===== src/rtl/lcd_pkg.sv =====
`default_nettype none
// ============================================================================
//  Module      : lcd_pkg
//  Description : Shared types and constants for the HD44780 command executor:
//                FSM encodings, control-bit positions, DDRAM opcode and the
//                power-up initialisation ROM.
//  Revision    : 1.0 - initial release
// ============================================================================
package lcd_pkg;

    typedef enum logic [2:0] {
        PWRUP      = 3'd0,
        INIT_ISSUE = 3'd1,
        IDLE       = 3'd2,
        ADDR_PH    = 3'd3,
        DATA_PH    = 3'd4,
        DONE       = 3'd5
    } exec_state_e;

    typedef enum logic [2:0] {
        BUS_IDLE  = 3'd0,
        BUS_SETUP = 3'd1,
        BUS_EN    = 3'd2,
        BUS_HOLD  = 3'd3,
        BUS_WAIT  = 3'd4
    } bus_state_e;

    localparam int CTRL_RS   = 0;
    localparam int CTRL_LONG = 1;
    localparam int CTRL_ADDR = 2;

    localparam logic [7:0] DDRAM_SET = 8'h80;

    localparam int         INIT_LEN  = 6;
    localparam logic [2:0] INIT_LAST = 3'(INIT_LEN - 1);

    typedef struct packed {
        logic [7:0] db;
        logic       long_wait;
    } init_entry_t;

    // Function set 8-bit/2-line (three times), display on, entry mode, clear
    function automatic init_entry_t init_rom(input logic [2:0] idx);
        init_entry_t e;
        case (idx)
            3'd0:    e = {8'h38, 1'b1};
            3'd1:    e = {8'h38, 1'b0};
            3'd2:    e = {8'h38, 1'b0};
            3'd3:    e = {8'h0C, 1'b0};
            3'd4:    e = {8'h06, 1'b0};
            3'd5:    e = {8'h01, 1'b1};
            default: e = {8'h00, 1'b0};
        endcase
        return e;
    endfunction

endpackage
`default_nettype wire


===== src/rtl/lcd_bus_cycle.sv =====
`default_nettype none
// ============================================================================
//  Module      : lcd_bus_cycle
//  Description : One timed HD44780 write: SETUP (E low, RS/DB driven),
//                EN (E high), HOLD (E low), then the post-write wait.
//                A start pulse latches RS/DB/wait length; done pulses during
//                the final wait cycle so a follow-on write can start gap-free.
//  Revision    : 1.0 - initial release
// ============================================================================
module lcd_bus_cycle
    import lcd_pkg::*;
#(
    parameter int unsigned T_SETUP = 4,
    parameter int unsigned T_EN    = 12,
    parameter int unsigned T_HOLD  = 4,
    parameter int unsigned T_SHORT = 1850,
    parameter int unsigned T_LONG  = 76000,
    parameter int unsigned CNT_W   = 20
) (
    input  logic       clk,
    input  logic       rst_n,
    input  logic       start,
    input  logic       rs,
    input  logic [7:0] db,
    input  logic       long_wait,
    output logic       done,
    output logic       lcd_rs,
    output logic       lcd_e,
    output logic [7:0] lcd_db
);

    localparam logic [CNT_W-1:0] C_SETUP = CNT_W'(T_SETUP - 1);
    localparam logic [CNT_W-1:0] C_EN    = CNT_W'(T_EN - 1);
    localparam logic [CNT_W-1:0] C_HOLD  = CNT_W'(T_HOLD - 1);
    localparam logic [CNT_W-1:0] C_SHORT = CNT_W'(T_SHORT - 1);
    localparam logic [CNT_W-1:0] C_LONG  = CNT_W'(T_LONG - 1);
    localparam logic [CNT_W-1:0] C_ONE   = CNT_W'(1);

    bus_state_e       state_q, state_d;
    logic [CNT_W-1:0] cnt_q, cnt_d;
    logic             rs_q, rs_d;
    logic [7:0]       db_q, db_d;
    logic             long_q, long_d;
    logic             e_q, e_d;

    // Phase sequencing; a start always wins so back-to-back writes chain
    always_comb begin
        state_d = state_q;
        cnt_d   = cnt_q;
        rs_d    = rs_q;
        db_d    = db_q;
        long_d  = long_q;
        done    = 1'b0;
        case (state_q)
            BUS_SETUP: begin
                if (cnt_q == '0) begin
                    state_d = BUS_EN;
                    cnt_d   = C_EN;
                end else begin
                    cnt_d = cnt_q - C_ONE;
                end
            end
            BUS_EN: begin
                if (cnt_q == '0) begin
                    state_d = BUS_HOLD;
                    cnt_d   = C_HOLD;
                end else begin
                    cnt_d = cnt_q - C_ONE;
                end
            end
            BUS_HOLD: begin
                if (cnt_q == '0) begin
                    state_d = BUS_WAIT;
                    cnt_d   = long_q ? C_LONG : C_SHORT;
                end else begin
                    cnt_d = cnt_q - C_ONE;
                end
            end
            BUS_WAIT: begin
                if (cnt_q == '0) begin
                    state_d = BUS_IDLE;
                    done    = 1'b1;
                end else begin
                    cnt_d = cnt_q - C_ONE;
                end
            end
            default: ;
        endcase
        if (start) begin
            state_d = BUS_SETUP;
            cnt_d   = C_SETUP;
            rs_d    = rs;
            db_d    = db;
            long_d  = long_wait;
        end
    end

    // E follows the next phase so the pin itself is a flop output
    assign e_d = (state_d == BUS_EN);

    // Phase, timer and pin registers; reset drops E asynchronously
    always_ff @(posedge clk or negedge rst_n) begin
        if (!rst_n) begin
            state_q <= BUS_IDLE;
            cnt_q   <= '0;
            rs_q    <= 1'b0;
            db_q    <= 8'h00;
            long_q  <= 1'b0;
            e_q     <= 1'b0;
        end else begin
            state_q <= state_d;
            cnt_q   <= cnt_d;
            rs_q    <= rs_d;
            db_q    <= db_d;
            long_q  <= long_d;
            e_q     <= e_d;
        end
    end

    assign lcd_rs = rs_q;
    assign lcd_e  = e_q;
    assign lcd_db = db_q;

endmodule
`default_nettype wire


===== src/rtl/lcd_cmd_exec.sv =====
`default_nettype none
// ============================================================================
//  Module      : lcd_cmd_exec
//  Description : HD44780 8-bit command executor. Runs the power-up init
//                sequence, then accepts {addr, ctrl, data} commands and
//                issues an optional DDRAM-address write followed by the
//                data/instruction write. Status word reports progress.
//  Revision    : 1.0 - initial release
// ============================================================================
module lcd_cmd_exec
    import lcd_pkg::*;
#(
    parameter int unsigned T_POWERUP = 750000,
    parameter int unsigned T_SETUP   = 4,
    parameter int unsigned T_EN      = 12,
    parameter int unsigned T_HOLD    = 4,
    parameter int unsigned T_SHORT   = 1850,
    parameter int unsigned T_LONG    = 76000,
    parameter int unsigned CNT_W     = 20
) (
    input  logic       clk,
    input  logic       rst_n,
    input  logic       cmd_valid,
    output logic       cmd_ready,
    input  logic [7:0] cmd_addr,
    input  logic [7:0] cmd_ctrl,
    input  logic [7:0] cmd_data,
    output logic [7:0] status,
    output logic       lcd_rs,
    output logic       lcd_rw,
    output logic       lcd_e,
    output logic [7:0] lcd_db
);

    localparam logic [CNT_W-1:0] C_PWRUP_LAST = CNT_W'(T_POWERUP - 1);
    localparam logic [CNT_W-1:0] C_ONE        = CNT_W'(1);

    exec_state_e      state_q, state_d;
    logic [CNT_W-1:0] tmr_q, tmr_d;
    logic [2:0]       idx_q, idx_d;
    logic [6:0]       addr_q, addr_d;
    logic [7:0]       data_q, data_d;
    logic             rs_q, rs_d;
    logic             long_q, long_d;
    logic [3:0]       cnt_q, cnt_d;
    logic             init_done_q, init_done_d;
    logic             busy_q, busy_d;

    logic             bus_start;
    logic             bus_rs;
    logic [7:0]       bus_db;
    logic             bus_long;
    logic             bus_done;
    logic [2:0]       rom_idx;
    init_entry_t      rom_entry;
    logic             unused_ok;

    // Address MSB and upper control bits carry no meaning here
    assign unused_ok = ^{cmd_addr[7], cmd_ctrl[7:3]};

    // Entry to issue next: first entry out of power-up, else the following one
    assign rom_idx   = (state_q == PWRUP) ? 3'd0 : idx_q + 3'd1;
    assign rom_entry = init_rom(rom_idx);

    // Sequencer: power-up delay, init ROM walk, command phases
    always_comb begin
        state_d     = state_q;
        tmr_d       = tmr_q;
        idx_d       = idx_q;
        addr_d      = addr_q;
        data_d      = data_q;
        rs_d        = rs_q;
        long_d      = long_q;
        cnt_d       = cnt_q;
        init_done_d = init_done_q;
        busy_d      = busy_q;
        bus_start   = 1'b0;
        bus_rs      = 1'b0;
        bus_db      = 8'h00;
        bus_long    = 1'b0;
        case (state_q)
            PWRUP: begin
                if (tmr_q == C_PWRUP_LAST) begin
                    bus_start = 1'b1;
                    bus_db    = rom_entry.db;
                    bus_long  = rom_entry.long_wait;
                    idx_d     = rom_idx;
                    state_d   = INIT_ISSUE;
                end else begin
                    tmr_d = tmr_q + C_ONE;
                end
            end
            INIT_ISSUE: begin
                if (bus_done) begin
                    if (idx_q == INIT_LAST) begin
                        init_done_d = 1'b1;
                        busy_d      = 1'b0;
                        state_d     = IDLE;
                    end else begin
                        bus_start = 1'b1;
                        bus_db    = rom_entry.db;
                        bus_long  = rom_entry.long_wait;
                        idx_d     = rom_idx;
                    end
                end
            end
            IDLE: begin
                if (cmd_valid) begin
                    addr_d    = cmd_addr[6:0];
                    data_d    = cmd_data;
                    rs_d      = cmd_ctrl[CTRL_RS];
                    long_d    = cmd_ctrl[CTRL_LONG];
                    busy_d    = 1'b1;
                    bus_start = 1'b1;
                    if (cmd_ctrl[CTRL_ADDR]) begin
                        bus_db  = DDRAM_SET | {1'b0, cmd_addr[6:0]};
                        state_d = ADDR_PH;
                    end else begin
                        bus_rs   = cmd_ctrl[CTRL_RS];
                        bus_db   = cmd_data;
                        bus_long = cmd_ctrl[CTRL_LONG];
                        state_d  = DATA_PH;
                    end
                end
            end
            ADDR_PH: begin
                if (bus_done) begin
                    bus_start = 1'b1;
                    bus_rs    = rs_q;
                    bus_db    = data_q;
                    bus_long  = long_q;
                    state_d   = DATA_PH;
                end
            end
            DATA_PH: begin
                if (bus_done) begin
                    cnt_d   = cnt_q + 4'd1;
                    busy_d  = 1'b0;
                    state_d = DONE;
                end
            end
            DONE: begin
                state_d = IDLE;
            end
            default: state_d = PWRUP;
        endcase
    end

    // Sequencer state, captured command and status registers
    always_ff @(posedge clk or negedge rst_n) begin
        if (!rst_n) begin
            state_q     <= PWRUP;
            tmr_q       <= '0;
            idx_q       <= 3'd0;
            addr_q      <= 7'd0;
            data_q      <= 8'h00;
            rs_q        <= 1'b0;
            long_q      <= 1'b0;
            cnt_q       <= 4'd0;
            init_done_q <= 1'b0;
            busy_q      <= 1'b1;
        end else begin
            state_q     <= state_d;
            tmr_q       <= tmr_d;
            idx_q       <= idx_d;
            addr_q      <= addr_d;
            data_q      <= data_d;
            rs_q        <= rs_d;
            long_q      <= long_d;
            cnt_q       <= cnt_d;
            init_done_q <= init_done_d;
            busy_q      <= busy_d;
        end
    end

    lcd_bus_cycle #(
        .T_SETUP (T_SETUP),
        .T_EN    (T_EN),
        .T_HOLD  (T_HOLD),
        .T_SHORT (T_SHORT),
        .T_LONG  (T_LONG),
        .CNT_W   (CNT_W)
    ) u_bus (
        .clk       (clk),
        .rst_n     (rst_n),
        .start     (bus_start),
        .rs        (bus_rs),
        .db        (bus_db),
        .long_wait (bus_long),
        .done      (bus_done),
        .lcd_rs    (lcd_rs),
        .lcd_e     (lcd_e),
        .lcd_db    (lcd_db)
    );

    assign cmd_ready = (state_q == IDLE);
    assign status    = {cnt_q, 2'b00, init_done_q, busy_q};
    assign lcd_rw    = 1'b0;

endmodule
`default_nettype wire


===== config.mk =====
export PLATFORM = sky130hd
export DESIGN_NAME = lcd_cmd_exec
export DESIGN_NICKNAME = d
export VERILOG_FILES = /design/src/rtl/lcd_pkg.sv /design/src/rtl/lcd_bus_cycle.sv /design/src/rtl/lcd_cmd_exec.sv
export SDC_FILE = /design/constraint.sdc
export NUM_CORES = 1
export LEC_CHECK = 0
export CORE_MARGIN = 1.5
export CORE_UTILIZATION = 44
export CTS_BUF_LIST = sky130_fd_sc_hd__clkbuf_4
export DETAILED_ROUTE_END_ITERATION = 7
export PLACE_DENSITY = 0.62
export SLEW_MARGIN = 20
export SYNTH_ARGS = -nofsm -noshare
export SYNTH_HDL_FRONTEND = slang
export SYNTH_SLANG_ARGS = --single-unit

===== constraint.sdc =====
create_clock -name clk -period 3.07 [get_ports clk]
set_clock_uncertainty 0.15 [all_clocks]
set_input_delay 0.921 -clock clk [delete_from_list [all_inputs] [get_ports clk]]
set_output_delay 0.921 -clock clk [all_outputs]
set_load 0.02 [all_outputs]

==> flow_metrics.env <==
# physical design summary
export IMPL_path_buffers=2
export IMPL_r2r_start="u_bus.cnt_q[0]$_DFFE_PN0P_"
export IMPL_final_util_pct=52.8
export IMPL_worstReg2RegEnd="u_bus.cnt_q[11]$_DFFE_PN0P_"
export IMPL_cts_buffer_depth=2
export IMPL_crit_chain="inv_1 -> ha_1 -> nor4b_4 -> nand4_4 -> or3_4 -> nand2_2 -> buf_4 -> nor4_1"
export IMPL_bufAreaShareNonClock_pct=11.5
export IMPL_n_all_inverters=15
export IMPL_final_cell_mix="75 x dfrtp_1, 61 x nand2_1, 35 x clkdlybuf4s50_1"
export IMPL_clock_sinks=76
export IMPL_edf_count=0
export IMPL_vdd_drop_max_v=0.000215
export IMPL_reg2reg_depth=8
export IMPL_final_seq_area_mm2=0.00190
export IMPL_cts_max_level=3
export IMPL_grt_pass1_wl_um=19300
export IMPL_synth_cells=498
export IMPL_cp_end_kind="flip-flop"
export IMPL_cts_root_buf="clkbuf_4"
export IMPL_first_global_vias=3857
export IMPL_cts_made_buffers=9
export IMPL_ys_area_mm2=0.00462
export IMPL_wl_met1_um=5320
export IMPL_cts_tree="yes"
export IMPL_finalPower_uw=1760
export IMPL_endpoint="u_bus.cnt_q[11]$_DFFE_PN0P_"
export IMPL_drc=0
export IMPL_critical_path_top_delay_family="simple AND/OR/NAND/NOR gates"
export IMPL_report_final_slew_viol_count=0
export IMPL_fmax_ghz=0.381
export IMPL_status="finished, final reports clean"
export IMPL_largest_cell_class="combinational gates"
export IMPL_fp_util_pct=45.1
export IMPL_synth_cell_types=70
export IMPL_num_rows=37
export IMPL_design_seq_count=76
export IMPL_arrival_ns=2.78
export IMPL_ys_cells=498
export IMPL_hpwl_um=8020
export IMPL_async_reset_ff_share_pct=100
export IMPL_syn_avg_cell_area_um2=9.27
export IMPL_cts_setup_buffers=0
-- stage by stage --
step	std cells	instance area (um^2)
2_1_floorplan	500	4620
3_3_place_gp	675	5240
3_5_place_dp	675	5240
4_1_cts	690	5400
5_1_grt	690	5400
6_report	690	5400
-- logic make-up (layout without fill, tap and decap cells) --
family                     Yosys count  after routing  share of synthesized area, %
adders and majority gates            5              5                          1.36
AOI/OAI and AO/OA                  122            122                          17.3
DFF                                 76             76                          41.2
and+or+nand+nor                    202            202                          24.9
muxes                               21             21                          5.26
buffers and inverters               45             99                          4.99
xor gates and xnor gates            26             26                          4.93
other                                1              3                        0.0812
-- report_power, final --
group	leakage (uW)	switching (uW)	internal (uW)
Sequential	0.00100	0	1000
Clock	0.0000839	361	333
Combinational	0.00124	35.4	30.9
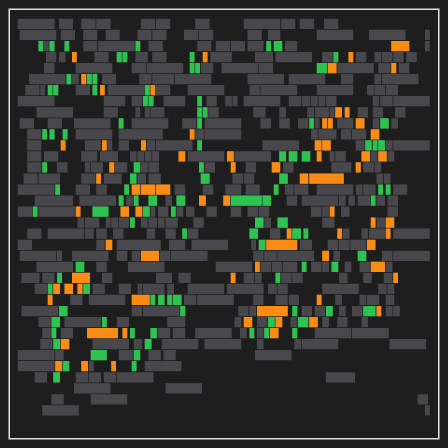
*Selected gate families*
legend:
  nor cells:
    color: orange
    cells: 75
    most_used: nor2_1
  nand cells:
    color: green
    cells: 103
    most_used: nand2_1
    where: spread over the die
combinational fraction of the cell area: 46.2%
commonest non-fill, non-tap cell in the layout: dfrtp_1

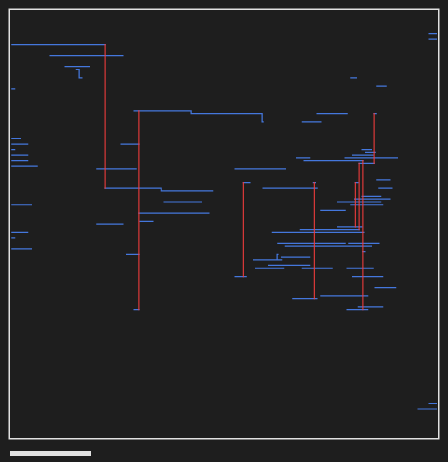
*Metal layers overlaid*
The bar under the picture is 20 um long. Two of the layers only.
legend:
  M3:
    color: blue
    wire_length: 522 um
  M4:
    color: red
    wire_length: 212 um
global-route usage over all layers: 21.5%
DR vias: 4,023

Power and IR drop assume default switching activity.
